### config.mk
export PLATFORM = sky130hd
export DESIGN_NAME = uart_frame_rx
export DESIGN_NICKNAME = d
export VERILOG_FILES = /design/src/rtl/uart_frame_pkg.sv /design/src/rtl/uart_rx.sv /design/src/rtl/uart_frame_rx.sv
export SDC_FILE = /design/constraint.sdc
export NUM_CORES = 1
export LEC_CHECK = 0
export ABC_AREA = 1
export CORE_ASPECT_RATIO = 0.9
export CORE_MARGIN = 2
export CORE_UTILIZATION = 35
export DETAILED_ROUTE_END_ITERATION = 12
export GPL_ROUTABILITY_DRIVEN = 1
export GPL_TIMING_DRIVEN = 0
export PLACE_DENSITY_LB_ADDON = 0.25
export SLEW_MARGIN = 20
export SYNTH_ARGS = -nofsm -noshare
export SYNTH_HDL_FRONTEND = slang
export SYNTH_SLANG_ARGS = --single-unit
### constraint.sdc
create_clock -name clk -period 2.36 [get_ports clk]
set_input_delay 0.708 -clock clk [delete_from_list [all_inputs] [get_ports clk]]
set_output_delay 0.708 -clock clk [all_outputs]
set_load 0.1 [all_outputs]
### src/rtl/uart_frame_pkg.sv
// Shared constants and state encodings for the sensor-frame UART receiver.
// Frames are: ID byte, payload high byte, payload low byte, newline.
package uart_frame_pkg;

  localparam logic [7:0]  ID_LUX     = 8'hAA;
  localparam logic [7:0]  ID_HUM     = 8'hBB;
  localparam logic [7:0]  FRAME_TERM = 8'h0A;
  localparam logic [15:0] HUM_LIMIT  = 16'd100;

  typedef enum logic [1:0] {
    P_ID,
    P_HIGH,
    P_LOW,
    P_NL
  } parser_state_e;

  typedef enum logic [2:0] {
    RX_IDLE,
    RX_START,
    RX_DATA,
    RX_STOP,
    RX_WAIT_HIGH
  } rx_state_e;

  function automatic logic is_sensor_id(input logic [7:0] b);
    return (b == ID_LUX) || (b == ID_HUM);
  endfunction

endpackage

### src/rtl/uart_rx.sv
// Byte-level UART receiver: 8N1, LSB first, mid-bit sampling.
// rx_valid pulses on a good stop bit, rx_ferr pulses on a stop bit of 0.
module uart_rx
  import uart_frame_pkg::*;
#(
  parameter int unsigned CLKS_PER_BIT = 5208
) (
  input  logic       clk,
  input  logic       rst_n,
  input  logic       rx_serial,
  output logic [7:0] rx_data,
  output logic       rx_valid,
  output logic       rx_ferr
);

  localparam int CW = $clog2(CLKS_PER_BIT + 1);
  localparam logic [CW-1:0] HALF_BIT = CW'(CLKS_PER_BIT / 2);
  localparam logic [CW-1:0] FULL_BIT = CW'(CLKS_PER_BIT - 1);

  logic            sync1_q, sync2_q, prev_q;
  rx_state_e       state_q;
  logic [CW-1:0]   cnt_q;
  logic [2:0]      bit_idx_q;
  logic [7:0]      shift_q;
  logic            rx_valid_q, rx_ferr_q;

  // prev_q holds the previous synchronized level so a falling edge can be seen
  always_ff @(posedge clk) begin
    if (!rst_n) begin
      sync1_q <= 1'b1;
      sync2_q <= 1'b1;
      prev_q  <= 1'b1;
    end else begin
      sync1_q <= rx_serial;
      sync2_q <= sync1_q;
      prev_q  <= sync2_q;
    end
  end

  always_ff @(posedge clk) begin
    if (!rst_n) begin
      state_q    <= RX_IDLE;
      cnt_q      <= '0;
      bit_idx_q  <= '0;
      shift_q    <= '0;
      rx_valid_q <= 1'b0;
      rx_ferr_q  <= 1'b0;
    end else begin
      rx_valid_q <= 1'b0;
      rx_ferr_q  <= 1'b0;
      case (state_q)
        RX_IDLE: begin
          if (prev_q && !sync2_q) begin
            state_q <= RX_START;
            cnt_q   <= '0;
          end
        end
        RX_START: begin
          if (cnt_q == HALF_BIT) begin
            cnt_q     <= '0;
            bit_idx_q <= '0;
            state_q   <= sync2_q ? RX_IDLE : RX_DATA;
          end else begin
            cnt_q <= cnt_q + CW'(1);
          end
        end
        RX_DATA: begin
          if (cnt_q == FULL_BIT) begin
            cnt_q     <= '0;
            shift_q   <= {sync2_q, shift_q[7:1]};
            bit_idx_q <= bit_idx_q + 3'd1;
            if (bit_idx_q == 3'd7) state_q <= RX_STOP;
          end else begin
            cnt_q <= cnt_q + CW'(1);
          end
        end
        RX_STOP: begin
          if (cnt_q == FULL_BIT) begin
            cnt_q <= '0;
            if (sync2_q) begin
              rx_valid_q <= 1'b1;
              state_q    <= RX_IDLE;
            end else begin
              rx_ferr_q <= 1'b1;
              state_q   <= RX_WAIT_HIGH;
            end
          end else begin
            cnt_q <= cnt_q + CW'(1);
          end
        end
        RX_WAIT_HIGH: begin
          if (sync2_q) state_q <= RX_IDLE;
        end
        default: state_q <= RX_IDLE;
      endcase
    end
  end

  assign rx_data  = shift_q;
  assign rx_valid = rx_valid_q;
  assign rx_ferr  = rx_ferr_q;

endmodule

### src/rtl/uart_frame_rx.sv
// Sensor frame parser on top of uart_rx: accepts ID/high/low/newline frames,
// keeps per-sensor payloads and counts accepted and aborted frames.
module uart_frame_rx
  import uart_frame_pkg::*;
#(
  parameter int unsigned CLKS_PER_BIT = 5208,
  parameter int unsigned TIMEOUT_CLKS = 520800
) (
  input  logic        clk,
  input  logic        rst_n,
  input  logic        rx_serial,
  output logic        frame_valid,
  output logic [7:0]  sensor_id,
  output logic [15:0] value,
  output logic [15:0] lux_value,
  output logic [15:0] humidity_value,
  output logic        frame_error,
  output logic [15:0] frame_count,
  output logic [7:0]  error_count
);

  localparam int TW = $clog2(TIMEOUT_CLKS + 1);

  logic [7:0]    rx_data;
  logic          rx_valid, rx_ferr;

  parser_state_e state_q;
  logic [TW-1:0] timer_q, timer_d;
  logic [7:0]    id_q, high_q, low_q;
  logic          frame_valid_q, frame_error_q;
  logic [7:0]    sensor_id_q, error_count_q;
  logic [15:0]   value_q, lux_q, hum_q, frame_count_q;

  logic [15:0]   payload;
  logic          timeout_hit, frame_ok, accept, abort;

  uart_rx #(.CLKS_PER_BIT(CLKS_PER_BIT)) u_rx (
    .clk      (clk),
    .rst_n    (rst_n),
    .rx_serial(rx_serial),
    .rx_data  (rx_data),
    .rx_valid (rx_valid),
    .rx_ferr  (rx_ferr)
  );

  // The inter-byte timer only runs while a frame is in progress
  always_comb begin
    timer_d     = '0;
    timeout_hit = 1'b0;
    if (state_q != P_ID && !rx_valid) begin
      timer_d     = timer_q + TW'(1);
      timeout_hit = (timer_q == TW'(TIMEOUT_CLKS - 1));
    end
  end

  always_comb begin
    payload  = {high_q, low_q};
    frame_ok = (rx_data == FRAME_TERM) && !((id_q == ID_HUM) && (payload > HUM_LIMIT));
    accept   = (state_q == P_NL) && rx_valid && frame_ok;
    abort    = (state_q != P_ID) &&
               (rx_ferr || timeout_hit || ((state_q == P_NL) && rx_valid && !frame_ok));
  end

  always_ff @(posedge clk) begin
    if (!rst_n) timer_q <= '0;
    else        timer_q <= timer_d;
  end

  always_ff @(posedge clk) begin
    if (!rst_n) begin
      state_q       <= P_ID;
      id_q          <= '0;
      high_q        <= '0;
      low_q         <= '0;
      frame_valid_q <= 1'b0;
      frame_error_q <= 1'b0;
      sensor_id_q   <= '0;
      value_q       <= '0;
      lux_q         <= '0;
      hum_q         <= '0;
      frame_count_q <= '0;
      error_count_q <= '0;
    end else begin
      frame_valid_q <= 1'b0;
      frame_error_q <= 1'b0;
      if (abort) begin
        frame_error_q <= 1'b1;
        if (error_count_q != 8'hFF) error_count_q <= error_count_q + 8'd1;
        state_q <= P_ID;
      end else if (rx_valid) begin
        case (state_q)
          P_ID: begin
            if (is_sensor_id(rx_data)) begin
              id_q    <= rx_data;
              state_q <= P_HIGH;
            end
          end
          P_HIGH: begin
            high_q  <= rx_data;
            state_q <= P_LOW;
          end
          P_LOW: begin
            low_q   <= rx_data;
            state_q <= P_NL;
          end
          P_NL: begin
            if (accept) begin
              frame_valid_q <= 1'b1;
              sensor_id_q   <= id_q;
              value_q       <= payload;
              if (id_q == ID_LUX) lux_q <= payload;
              else                hum_q <= payload;
              frame_count_q <= frame_count_q + 16'd1;
            end
            state_q <= P_ID;
          end
          default: state_q <= P_ID;
        endcase
      end
    end
  end

  assign frame_valid    = frame_valid_q;
  assign frame_error    = frame_error_q;
  assign sensor_id      = sensor_id_q;
  assign value          = value_q;
  assign lux_value      = lux_q;
  assign humidity_value = hum_q;
  assign frame_count    = frame_count_q;
  assign error_count    = error_count_q;

endmodule

Run 1, sequential cells coloured by netlist name:
Other sequential cells in the stronger grey, the rest of the logic in the fainter grey.
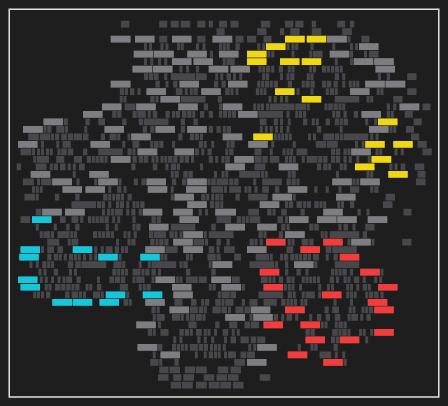
signal	colour	sequential cells
`timer_q`	red	19
`u_rx.cnt_q`	cyan	13
`lux_value`	yellow	16
not coloured	111

Run 1, I/O nets highlighted:
Bar = 50 um.
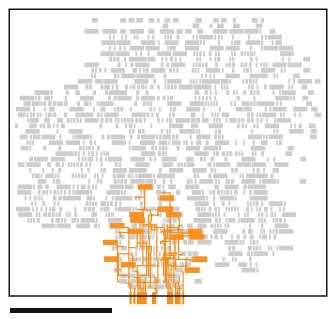
port	colour	direction	end cells	buffers	wire
`frame_count`	orange	output	16	16	827 um

Run 1, metal 1:
Supply wires on this layer in grey.
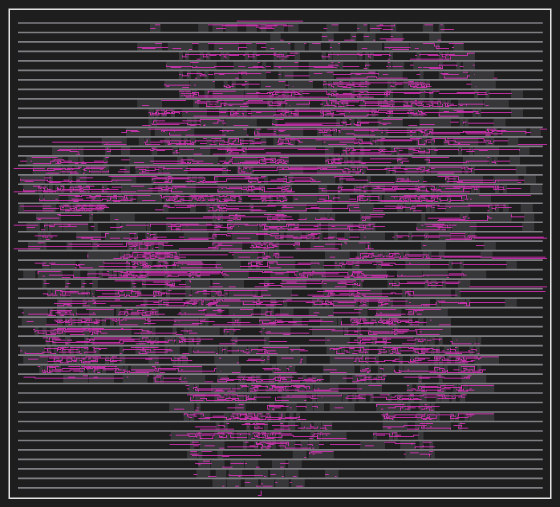
nets with wire on the layer	1,056
wire length on this layer	8,990 um
main direction	horizontal
longest straight run	42.3 um
share of all routed wire	50%

Run 1, congestion heat map:
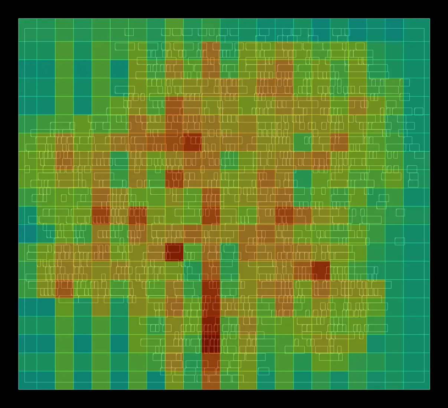
GRT Max-Usage Layer: met2
post-layout util: 44.3%
gr usage total: 16.9%
wire length per cell: 13.0 um

==> summary.txt, run 1 <==
Fmax -> 428 MHz
Nets -> 1,125
Clock sinks -> 159
Comb. pwr -> 0.349 mW
Clock Buffer Count -> 21
Total power per unit cell area -> 636 mW/mm2
Core area -> 0.0200 mm2
Reg2reg setup slack -> 230 ps
Most used logic cell in the final layout -> nor2_1
Seq pwr share -> 48.2%
Setup crit start kind -> register
Static Leakage -> 3.47 nW
Final Power -> 5.65 mW
Register Area -> 0.00319 mm2
Synth top area share -> 44.4%
Crit Reg-Reg Startpoint -> state_q[0]
Worst Setup SP -> value[10]
Crit-path slowest cell -> dlygate4sd2_1
Commonest flop -> dfxtp_1
Crit path capture -> value[10]
Vias per cell -> 4.74
Wl on met1 -> 8990 um
Clock Latency Late Sink -> 430 ps
Outcome -> finished, final reports clean
OpenROAD warnings -> 30
Tightest Pin Transition -> 995 ps
EDFF count, synth -> 0
CTS Buf Count -> 17
Post-route DRC -> 0
Mapped Area -> 0.00716 mm2
==> run 2: changes to the inputs <==
- CAP_MARGIN: default -> 10
- CTS_CLUSTER_SIZE: default -> 12
Run 2, congestion heat map:
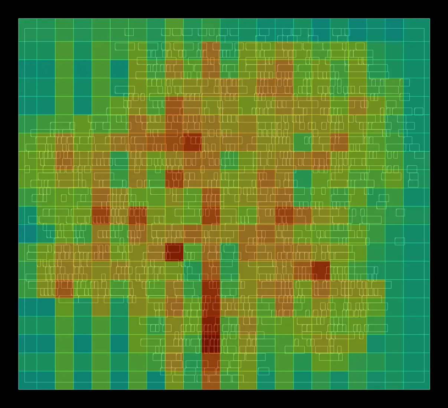
GR Util met3: 4.30%
grt met1 use: 23.5%

Run 2, sequential cells coloured by netlist name:
Other sequential cells in the stronger grey, the rest of the logic in the fainter grey.
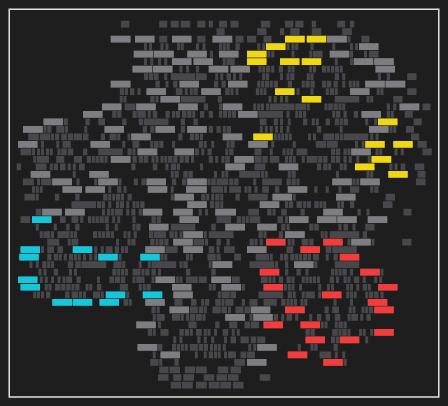
signal	colour	sequential cells
`u_rx.cnt_q`	cyan	13
`lux_value`	yellow	16
`timer_q`	red	19
not coloured	111

Run 2, M2 wires:
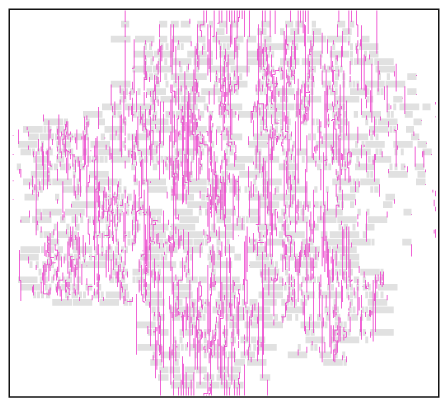
longest straight run	45.6 um
share of all routed wire	43%
nets with wire on the layer	848

==> run 2 against run 1 <==
Against the previous run:
- design area did not move
- largest power group unchanged
- sequential cell count did not move
- sequential share of layout area did not move
==> summary.txt, run 2 <==
Outcome -> finished, final reports clean
Total power per unit cell area -> 636 mW/mm2 (unchanged)
Crit path capture -> value[10]
Final Power -> 5.65 mW (unchanged)
Clock Buffer Count -> 21 (unchanged)
CTS Buf Count -> 17 (unchanged)
Row count -> 49
Comb. pwr -> 0.349 mW (about the same)
Post-layout util -> 44.3% (unchanged)
Mapped Area -> 0.00716 mm2 (unchanged)
Nets -> 1,125 (unchanged)
Core area -> 0.0200 mm2 (unchanged)
Post-route DRC -> 0 (unchanged)
Tightest Pin Transition -> 995 ps (unchanged)
Top cells excl fill/tap -> 196 x nor2_1, 188 x nand2_1, 157 x dfxtp_1
GRT Max-Usage Layer -> met2
Seq pwr share -> 48.2% (about the same)
Reg2reg setup slack -> 230 ps (about the same)
Fmax -> 428 MHz (unchanged)
OpenROAD warnings -> 30 (unchanged)
EDFF count, synth -> 0 (unchanged)
Clock Latency Late Sink -> 430 ps (about the same)
Gr usage total -> 16.9% (unchanged)
Clock sinks -> 159 (unchanged)
Worst Setup SP -> value[10]
Hold Vio Cnt, Final -> 0
Crit Reg-Reg Startpoint -> state_q[0]
Synth top area share -> 44.4% (unchanged)
Setup crit start kind -> register
Crit-path slowest cell -> dlygate4sd2_1
Wire length per cell -> 13.0 um (unchanged)
Fin. max-slew vios -> 0
Commonest flop -> dfxtp_1
==> run 3: changes to the inputs <==
- DONT_BUFFER_PORTS: default -> 1
Run 3, metal 1:
Supply wires on this layer in grey.
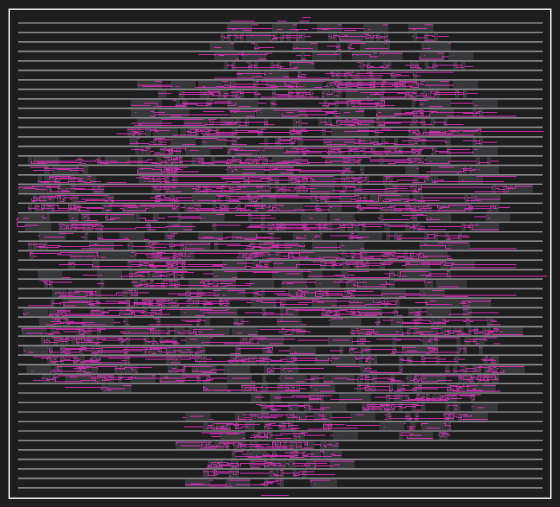
nets with wire on the layer	1,004
share of all routed wire	48%
wire length on this layer	8,600 um
main direction	horizontal
longest straight run	53.4 um

Run 3, congestion heat map:
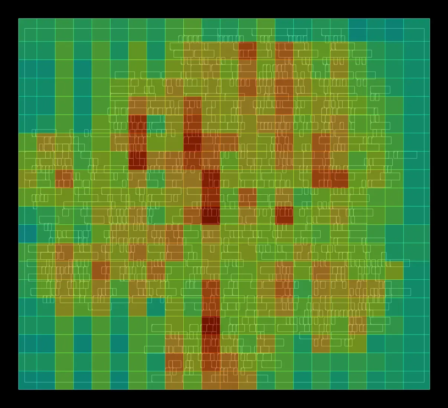
gr usage total: 17.1%
M2 GR Usage: 26.0%
grt met1 use: 23.2%
post-layout util: 40.4%
GR Util met3: 4.80%

Run 3, sequential cells coloured by netlist name:
Other sequential cells in the stronger grey, the rest of the logic in the fainter grey.
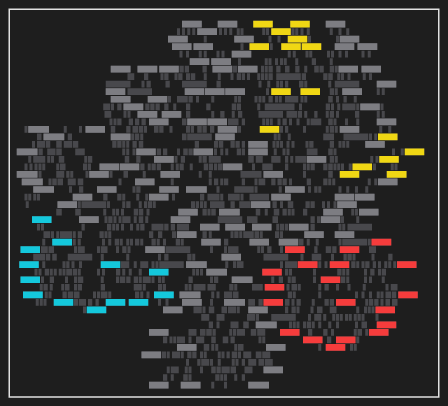
signal	colour	sequential cells
`lux_value`	yellow	16
`timer_q`	red	19
`u_rx.cnt_q`	cyan	13
not coloured	111

==> run 3 against run 2 <==
Against the previous run:
- clock skew is 7.9 ps higher
- critical path type is now reg2reg
- sequential power about the same
- area after synthesis stayed put
- design area shrank 8.9%
- critical path depth up 6
- combinational power is essentially flat
- die area is the same
- clock power hardly changed
==> summary.txt, run 3 <==
Clock Latency Late Sink -> 430 ps (about the same)
Post-route DRC -> 0 (unchanged)
Synth top area share -> 44.4% (unchanged)
OpenROAD warnings -> 30 (unchanged)
Reg2reg setup slack -> 150 ps (-80 ps)
Fin. max-slew vios -> 0 (unchanged)
Clock sinks -> 159 (unchanged)
Comb. pwr -> 0.347 mW (about the same)
Outcome -> finished, final reports clean
CTS Buf Count -> 17 (unchanged)
Final Power -> 5.62 mW (-0.45%)
Mapped Area -> 0.00716 mm2 (unchanged)
Crit path capture -> frame_count[15]
Seq pwr share -> 48.4% (+0.2 points)
Top cells excl fill/tap -> 196 x nor2_1, 188 x nand2_1, 144 x dfxtp_1
Worst Setup SP -> frame_count[3]
Nets -> 1,040 (-7.6%)
Wire length per cell -> 13.7 um (+5.8%)
Row count -> 49 (unchanged)
GRT Max-Usage Layer -> met2
Power figures rest on the tool's default switching activity, not on a simulated workload.
